Design spi_target, sky130hd; sources not shown.
### Register map, names as in the netlist, run 1

The bar under the picture is 20 µm long.
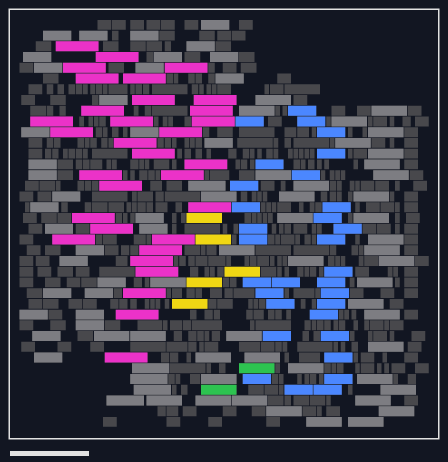
[rx_sh] blue | sequential cells: 31
[bit_cnt] yellow | sequential cells: 5 | where: centre
[u_sync_mosi.sync_p] green | sequential cells: 2
[tx_sh] magenta | sequential cells: 32
flip-flop and latch power: 2.77 mW
flop share of the area: 48.66%
Register Area: 3605 µm²

### Sizing map, run 1

The bar under the picture is 20 µm long.
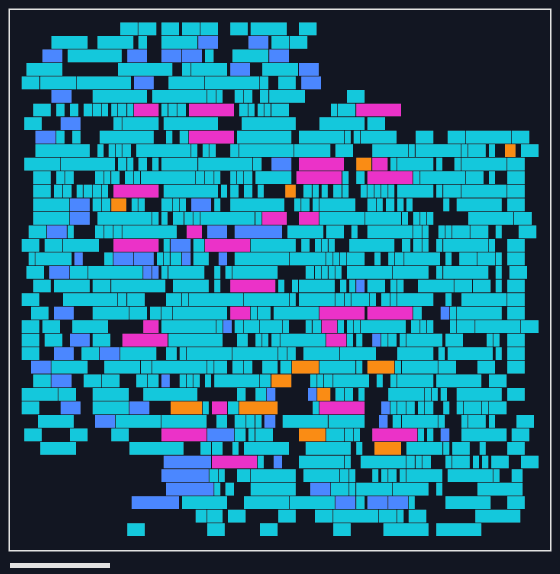
[_2 cells] blue | cells: 60 | share: 9.1%
[_0 and _1 cells] cyan | cells: 557 | share: 85%
[_6 and larger] magenta | cells: 27 | share: 4.1%
[_3 and _4 cells] orange | cells: 12 | share: 1.8%
final instance area: 7408 µm²
count of non-CTS buffers in the layout: 111

### Metal layers overlaid, run 1

The bar under the picture is 20 µm long.
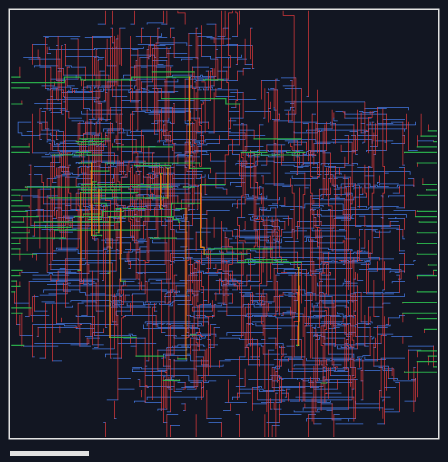
[metal 2] red | wire length: 6090 µm
[metal 4] orange | wire length: 214 µm
[metal 3] green | wire length: 756 µm
[metal 1] blue | wire length: 5190 µm
Routed WL per cell: 15.39 µm
DR vias: 4263

==> Slide: Implementation Results, run 1 <==
Flow Results at a Glance

Run status
  – Status: complete, no violations

Clock network
  – Post-cts hold buffer count: 0
  – # H-tree levels: 4
  – CTS Buf Count: 17
  – Setup Buffers After CTS: 0
  – Post-CTS Resized: 2

Final timing
  – Final setup fails: 0
  – Unrepaired setup endpoints after global routing: no
  – Final Hold Vio Count: 0
  – Slack of the critical path: 0.1083 ns
  – Post-layout period usage: 95.67%
  – Period minus WS final: 2.392 ns
  – Max-slew violation count: 0
  – Setup TNS: 0 ns
  – Worst-Margin Slew: 0.6670 ns
  – Max Fclk: 418.1 MHz
  – Rel. slew slack: 55.54%

Route
  – DRT iter0 DRCs: 318
  – Final wirelength: 12.25 mm
  – Routed Antenna Nets: 0
  – DRC Markers: 0
  – Via-to-Cell Ratio: 5.356
  – DRT Pass-1 Iters: 6

Place
  – Port buffer count: 77
  – Placed Cells: 765
  – Placer Congestion: 0.8005
  – Placed Area: 6844 µm²

Finish
  – Final Util: 68.95%
  – Most common logic cells in the final layout: nand2_1, clkdlybuf4s50_1, dfxtp_1, dfrtp_1, o21ai_0
  – Layout cells sized above 1: 15.09%
  – # fillers: 790
  – # clk buffers: 19
  – Final Instance Count excl. Fillers: 796
  – Mi-comb count: 332
  – Largest class: flip-flops and latches
  – Inverters, non-clock: 31
  – Logic share of the area: 27.38%
  – Synth-to-Final Area Change: 25.66%
  – Comb area: 2028 µm²
  – Ant diodes: 0
  – Flop count: 150
  – NonClk Buf Share: 12.43%

Synthesis
  – Cells after synthesis: 548
  – Yosys top cell by area: dfxtp_1
  – Synthesized Nets: 589
  – YS warnings: 0
  – Synthesized area per cell: 10.76 µm²
  – MUX area fraction: 13.52%
  – Compound-Gate Fraction of Synth Area: 8.850%
  – Biggest area cells: dfxtp_1, dfrtp_1, edfxtp_1, nand2_1, mux2_2
  – Post-synth cell types: 38
  – Synth logic family: multiplexers
  – Post-Synth XOR/XNOR Area: 0.2971%
  – Post-synth seq share: 61.14%

Critical path
  – Crit path cell chain: clkdlybuf4s50_1
  – Crit-path slowest cell: clkdlybuf4s50_1
  – Setup crit end kind: output port
  – Flop2flop setup slack: 0.14 ns
  – Crit path DAT: 1.69 ns
  – Worst path top cell family by delay: buffers and inverters
  – Largest stage delay, worst path: 0.61 ns
  – Reg2Reg Depth: 7
  – Crit path launch type: flop
  – CP max FO: 2
  – Worst path bufs/invs: 1
  – Setup CP Type: reg2out
  – Req. time, crit path: 1.80 ns
  – Stages on the worst setup path: 1

Power
  – Sequential share of power: 48.0%
  – Clk pwr: 2.41 mW
  – Maximum ir drop on the vdd rail: 0.4801 mV
  – Clock share of power: 41.8%
  – Largest Pwr Group: registers
  – Power Density: 778.9 nW/µm²
  – Sw Ratio: 26.09%
  – Reported combinational group power: 0.588 mW
  – Leakage power: 3.082 nW

Global route
  – GR Util All Layers: 22.16%
  – Initial antenna violation count: 0
  – Gr ovfl total: 0
  – Number of global-route vias before repair: 4240
  – First-pass GRT wire length: 20.14 mm
  – Pin count of the biggest net entering global routing: 56

Min path
  – WHS Path Cells: 0
  – Min-Delay Path Class: reg2reg

Die
  – Core area: 10750 µm²
  – Die span in y: 108.5 µm
  – Ports: 80
  – DIE AREA: 11770 µm²
  – Rows: 38

Flow run
  – Log Warnings: 26
-- run 1: synth_stat cells (all sizes together) --
cell,count
o21ai,49
or2,2
o211ai,1
or3b,1
mux2,41
a31o,1
nor2,19
or3,2
nand2b,5
o22ai,1
inv,31
nor3,1
xor2,1
and3,2
nor4b,1
nand3,1
clkbuf,19
nand4,1
dfrtp,50
a31oi,9
mux2i,32
and2,1
nor3b,2
buf,16
dfstp,5
nor4,1
a21oi,36
xnor2,1
o221ai,2
dfxtp,63
ha,1
nand2,118
edfxtp,32
-- run 1: routing by layer --
layer,vias up,GRT usage (%),part of all wire [%]
met5,-,0,0
met2,161,36.79,50
met4,0,7.692,1.7
met1,2040,28.34,42
met3,24,5.546,6.2
li1,2038,-,-
--- run 2 (diff from run 1) ---
--- a/config.mk
+++ b/config.mk
@@ -7,10 +7,10 @@
 export LEC_CHECK = 0
 export CAP_MARGIN = 0
 export CORE_MARGIN = 2
-export CORE_UTILIZATION = 54
+export CORE_UTILIZATION = 59
 export DETAILED_ROUTE_END_ITERATION = 10
 export GPL_TIMING_DRIVEN = 0
-export PLACE_DENSITY = 0.85
+export PLACE_DENSITY = 0.91
 export SLEW_MARGIN = 20
 export SYNTH_ARGS = -nofsm -noshare
 export SYNTH_HDL_FRONTEND = slang
==> constraint.sdc (replaced) <==
create_clock -name sys_clk_in -period 3.08 [get_ports sys_clk_in]
set_clock_uncertainty 0.2 [all_clocks]
set_input_delay 0.616 -clock sys_clk_in [delete_from_list [all_inputs] [get_ports sys_clk_in]]
set_output_delay 0.616 -clock sys_clk_in [all_outputs]
set_load 0.02 [all_outputs]
### Wires at chosen ports, followed through buffers, run 2

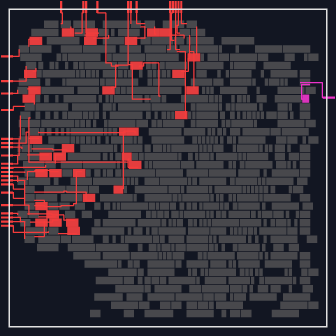
[rst] magenta | bits: 1 | direction: input | end cells: 1 | wire: 21.0 µm
[tx_data] red | bits: 32 | direction: input | end cells: 35 | wire: 690 µm
port buffer count: 77
Ports: 80

### Metal layers overlaid, run 2

The bar under the picture is 20 µm long.
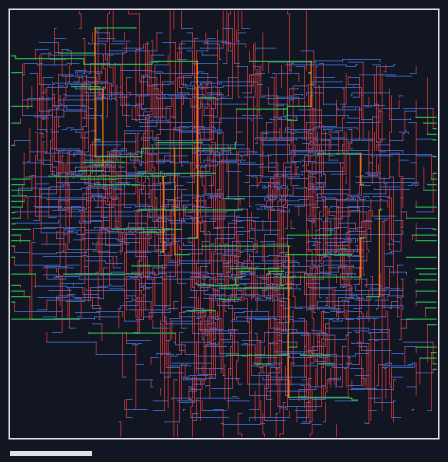
[metal 2] red | wire length: 6440 µm
[metal 4] orange | wire length: 222 µm
[metal 3] green | wire length: 736 µm
[metal 1] blue | wire length: 4930 µm
GR Util All Layers: 24.19%
Routed WL per cell: 15.59 µm
final wirelength: 12.32 mm
DR vias: 4265

### Sizing map, run 2

The bar under the picture is 20 µm long.
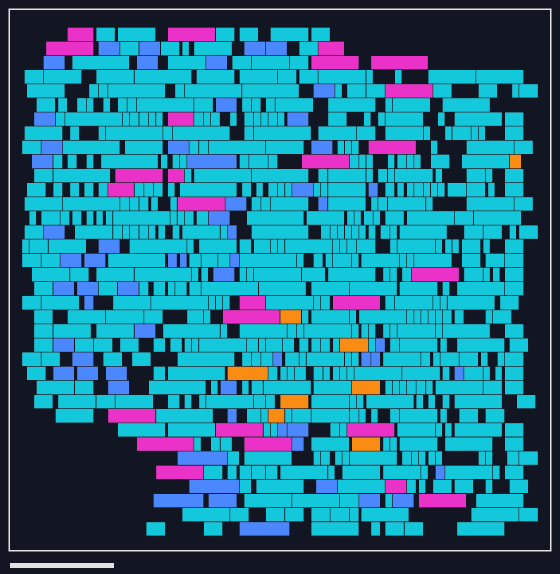
[_0 and _1 cells] cyan | cells: 563 | share: 86%
[_6 and larger] magenta | cells: 26 | share: 4.0%
[_2 cells] blue | cells: 60 | share: 9.1%
[_3 and _4 cells] orange | cells: 8 | share: 1.2%
count of non-CTS buffers in the layout: 112
slack of the critical path: 0.2461 ns
Synth-to-Final Area Change: 26.12%

==> Slide: Implementation Results, run 2 <==
Flow Results at a Glance

Run status
  – Status: complete, no violations (unchanged)

Power
  – Clk pwr: 2.08 mW (was 2.41 mW)
  – Sw Ratio: 23.02% (was 26.09%)
  – Flip-flop and latch power: 2.24 mW (was 2.77 mW)
  – Sequential share of power: 46.6% (was 48.0%)
  – Largest Pwr Group: registers (unchanged)
  – Clock share of power: 43.3% (was 41.8%)
  – Reported combinational group power: 0.486 mW (was 0.588 mW)

Place
  – Placer Congestion: 0.7983 (was 0.8005)
  – Placed Area: 6835 µm² (was 6844 µm²)

Final timing
  – Rel. slew slack: 44.15% (was 55.54%)
  – Final setup fails: 0 (unchanged)
  – Worst-Margin Slew: 0.8378 ns (was 0.6670 ns)
  – Max Fclk: 352.9 MHz
  – Setup TNS: 0 ns (unchanged)
  – Final Hold Vio Count: 0 (unchanged)
  – Post-layout period usage: 92.01%
  – Unrepaired setup endpoints after global routing: no (unchanged)

Critical path
  – Crit path cell chain: clkbuf_1 > or2_1 > clkdlybuf4s50_1 (was clkdlybuf4s50_1)
  – Crit-path slowest cell: clkdlybuf4s50_1 (unchanged)
  – Reg2Reg Depth: 4 (was 7)
  – Setup CP Type: reg2out (unchanged)
  – Setup crit end kind: output port (unchanged)
  – Flop2flop setup slack: 0.44 ns (was 0.14 ns)
  – Req. time, crit path: 2.26 ns (was 1.80 ns)
  – Worst path top cell family by delay: buffers and inverters (unchanged)
  – CP max FO: 10 (was 2)

Die
  – DIE AREA: 10810 µm² (was 11770 µm²)
  – Core area: 9729 µm² (was 10750 µm²)
  – Die span in y: 104.0 µm (was 108.5 µm)

Synthesis
  – Compound-Gate Fraction of Synth Area: 8.850% (unchanged)
  – Commonest flop: dfxtp_1 (unchanged)
  – Asr flop ratio synth: 36.67% (unchanged)
  – YS warnings: 0 (unchanged)
  – Top cells by count, synth: nand2_1, dfxtp_1, dfrtp_1, o21ai_0, mux2_2 (unchanged)
  – Number of enable flip-flop cells: 32 (unchanged)
  – Synth logic family: multiplexers (unchanged)
  – Cells after synthesis: 548 (unchanged)

Route
  – DRC Markers: 0 (unchanged)
  – DRT iter0 DRCs: 332 (was 318)
  – Top layer in use: met4 (unchanged)
  – DRT Pass-1 Iters: 4 (was 6)
  – Met2 WL: 6.435 mm (was 6.087 mm)
  – M1 WL: 4.926 mm (was 5.193 mm)

Global route
  – GRT met2 Usage: 41.64% (was 36.79%)
  – First-pass GRT wire length: 20.59 mm (was 20.14 mm)
  – Busiest grt layer: met2 (unchanged)
  – Met3 Use GR: 7.206% (was 5.546%)
  – Met1 usage: 28.28% (was 28.34%)
  – Pin count of the biggest net entering global routing: 56 (unchanged)
  – Number of global-route vias before repair: 4366 (was 4240)
  – Initial antenna violation count: 0 (unchanged)

Finish
  – Final Util: 76.43% (was 68.95%)
  – Final instance area: 7436 µm² (was 7408 µm²)
  – Layout cells sized above 1: 14.31% (was 15.09%)
  – Ant diodes: 0 (unchanged)

Flow run
  – Log Warnings: 26 (unchanged)

Clock network
  – Setup Buffers After CTS: 0 (unchanged)
  – Post-CTS Resized: 0 (was 2)
  – # H-tree levels: 4 (unchanged)

Min path
  – Min-Delay Path Class: reg2reg (unchanged)
==> run 2: cell counts after synthesis <==
No cell type changed its count.
==> run 2: layout make-up <==
class | count | area [µm²]
flip-flops and latches | 150 | 3605
fillers | 627 | 2293
multi-input cells | 332 | 2019
repair buffers | 77 | 770.7
clock buffers | 25 | 484.2
well taps | 133 | 166.4
plain buffers | 35 | 155.1
inverters | 31 | 118.9
clock inverters | 7 | 116.4
==> run 2: worst reg2reg max path: cells and delay by family (launching register included) <==
kind	cells	cell delay, ns
AND-OR/OR-AND	1	0.74
buffers and inverters	1	0.22
flip-flops	1	0.36
multiplexers	1	0.44
AND/OR/NAND/NOR	1	0.61
Power and IR drop assume default switching activity.
